==> config.mk <==
export PLATFORM = sky130hd
export DESIGN_NAME = mux_arb_flat
export DESIGN_NICKNAME = d
export VERILOG_FILES = /design/src/rtl/mux_arb_pkg.sv /design/src/rtl/mux_arb_if.sv /design/src/rtl/mux_arb_rr_arbiter.sv /design/src/rtl/mux_arb.sv /design/src/flat_wrapper.sv
export SDC_FILE = /design/constraint.sdc
export NUM_CORES = 1
export LEC_CHECK = 0
export CORE_MARGIN = 2
export CORE_UTILIZATION = 35
export DETAILED_ROUTE_END_ITERATION = 10
export GPL_ROUTABILITY_DRIVEN = 0
export MAX_ROUTING_LAYER = met4
export PLACE_DENSITY = 0.81
export SYNTH_ARGS = -nofsm -noshare
export SYNTH_HDL_FRONTEND = slang
export SYNTH_SLANG_ARGS = --single-unit
==> constraint.sdc <==
create_clock -name clk -period 2.32 [get_ports clk]
set_input_delay 0.464 -clock clk [delete_from_list [all_inputs] [get_ports clk]]
set_output_delay 0.464 -clock clk [all_outputs]
set_load 0.01 [all_outputs]
==> images/class_map.png <==
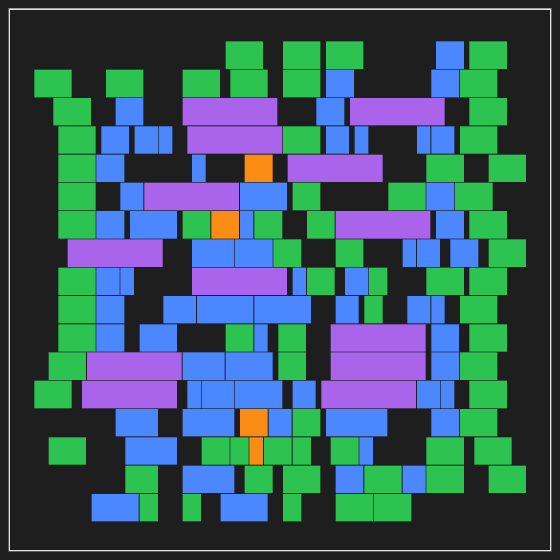
remaining logic cells: shown in blue, cells 62. clock drivers and dummy loads: shown in orange, cells 4. registers: shown in purple, cells 13. remaining buffers and delay cells: shown in green, cells 68.
fin util: 67.8%
Placement Rows: 17
Seq area share: 21.9%

==> images/util_map.png <==
Scale bar: 20 um. 10 x 10 tiles, from dark blue (low) to red (high), 0 to 100% covered.
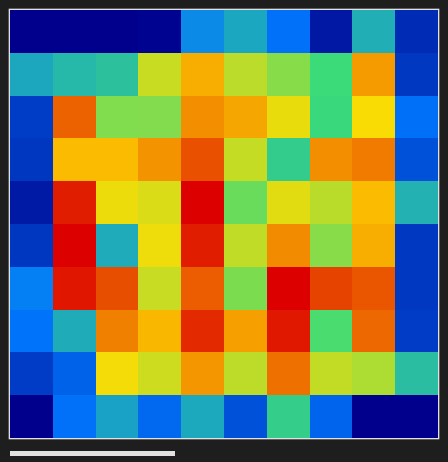
The densest ninth of the die: middle. The mean over all tiles is 54%. The fullest tile reaches 100%. 7.0% of the tiles are nearly empty. 32% of the tiles are over 75% full.
Init Core Util: 36.7%
Core ar.: 2190 um2

==> images/route_heat.png <==
Scale bar: 20 um. 10 x 10 tiles, from dark blue (low) to red (high), scaled to the fullest tile. Values are wire area over tile area, all layers added.
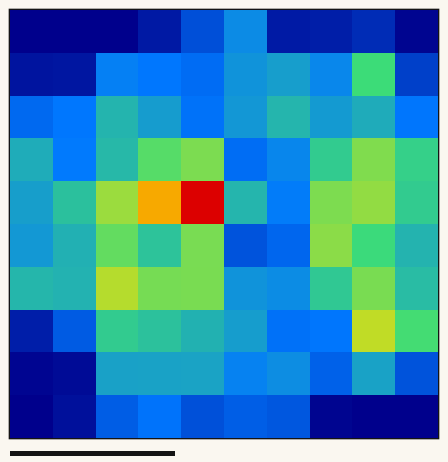
18% of the tiles are over half the peak. The fullest tile reaches 0.50. The mean over all tiles is 0.16. The emptiest ninth of the die: top left. 9.0% of the tiles are nearly empty.
DRT Wirelength: 2.64 mm
total track usage: 21.1%
WL/cell: 15.1 um
Via Count: 907

==> images/congestion_map.png <==
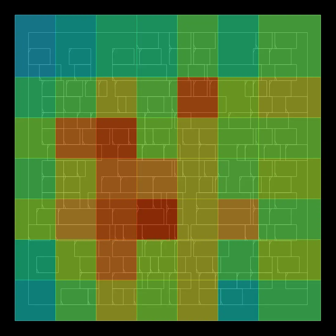
met3 usage: 4.31%
met1 Resource Use GR: 22.0%
met2 Use GR: 38.6%
GR peak layer: met2

==> images/sizing.png <==
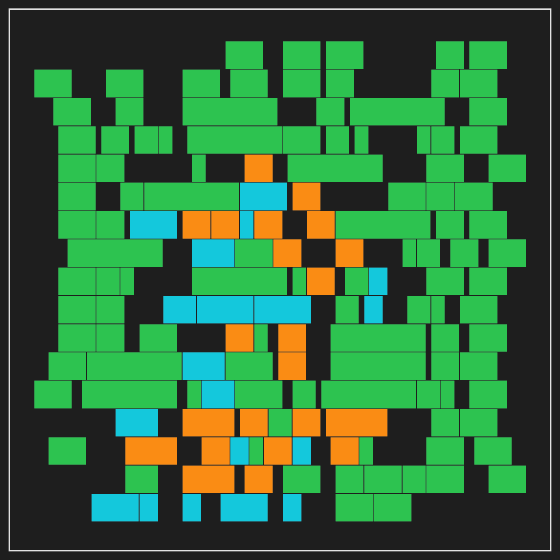
x1 and smaller: shown in green, cells 106, most used clkdlybuf4s50_1. x2: shown in cyan, cells 19, most used buf_2. x3 and x4: shown in orange, cells 22, most used buf_4.
fin worst setup slack: 0.0841 ns
Area Growth Syn to Fin: 84.6%
Signal buffers: 68

==> GITHUB_STEP_SUMMARY <==
## PnR job results

| Metric | Value |
|---|---|
| Worst Reg-to-Reg Cells | `7` |
| Final Critical Period | `about 2.2 ns` |
| P_int | `around 0.84 mW` |
| Layout Skew | `around 0.00056 ns` |
| Die ar. | `2700 um2` |
| Synth flops | `13` |
| Flip-flop and latch power | `a little under 0.4 mW` |
| Synth Area per Inst | `between 9 and 10 um2` |
| Number of CTS-inserted buffers | `3` |
| P_clk | `around 0.14 mW` |
| Layout cells sized above 1 | `between 20 and 30%` |
| Net count reported at finish | `roughly 190` |
| RSZ-0062 raised after global routing | `no` |
| Max stage delay on crit path | `0.22 ns` |
| Xor+xnor area frac | `0%` |
| Cell count listed in synth_stat.txt | `just over 80` |
| Worst-case clock buffer depth | `2` |
| Crit path max-delay family | `buffers and inverters` |
| # setup viols final | `0` |
| Status | `complete, no violations` |
| Max reg flops | `8` |
| Clock sinks | `13` |
| P_comb | `between 0.8 and 0.9 mW` |
| Clock share of power | `between 10% and 20%` |
| Stages on worst setup path | `8` |
| Antenna fix cells | `0` |
| Tool warnings | `29` |
| Hold_ws | `between 0.5 and 0.6 ns` |
| Post-route ant nets | `0` |
| Most frequent cell after synthesis | `a22oi_1` |
| Max stage delay cell, worst path | `dlygate4sd2_1` |
| Simple-Gate Area Share | `between 15 and 20%` |
| Hpwl dp | `approximately 1.9 mm` |
[timing repair]
item / in CTS / in global routing
pin swaps: 5 / 2
setup endpoints to repair: 4 / 4
gates resized: 31 / 8
hold buffers: 0 / 0
buffers inserted: 4 / 0
gates cloned: 0 / 0
[metal layers]
layer | GRT usage (%) | wire (um) | part of all wire (%)
met3 | 4.31 | 225 | 8.5
met1 | 22.0 | 1070 | 40
met2 | 38.6 | 1320 | 50
met5 | - | 0 | 0
met4 | 7.89 | 34 | 1.3
[through the flow]
stage | area, um2 | util (%) | setup slack, ns | cells | total power, mW
2_1_floorplan | 805 | - | 0.241 | 81 | 0.742
3_3_place_gp | 1420 | 64.6 | -0.581 | 167 | 1.10
3_5_place_dp | 1420 | 64.6 | -0.670 | 167 | 1.12
4_1_cts | 1490 | 68.0 | 0.0408 | 175 | 1.33
5_1_grt | 1490 | 67.8 | 0.00439 | 175 | 1.44
6_report | 1490 | 67.8 | 0.0841 | 175 | 1.34
[cells in the final DEF, fill, tap and decap left out, drive strengths merged]
cell type      synthesis  layout
a22oi                 16      16
buf                    6      19
nand2b                 1       1
o22ai                  1       1
nor4                   1       1
o21bai                 1       1
a31oi                  8       8
dlygate4sd2            0       1
nor3                   1       1
and2                   4       4
clkbuf                 0       7
o32a                   1       1
ha                     4       4
mux2i                  1       1
nor2b                  4       4
mux2                   3       3
nor3b                  2       2
inv                    4       4
a21oi                  1       1
dfrtp                 13      13
clkdlybuf4s50          0      45
nor2                   9       9
[final cells by class]
class	instances	area [um2]
inverter	4	15.0
timing repair buffer	68	607
fill	179	706
tap	28	35.0
clock buffer	4	26.3
multi-input combinational	58	477
sequential	13	325
No activity file was given, so power comes from the tool's default toggle rates.
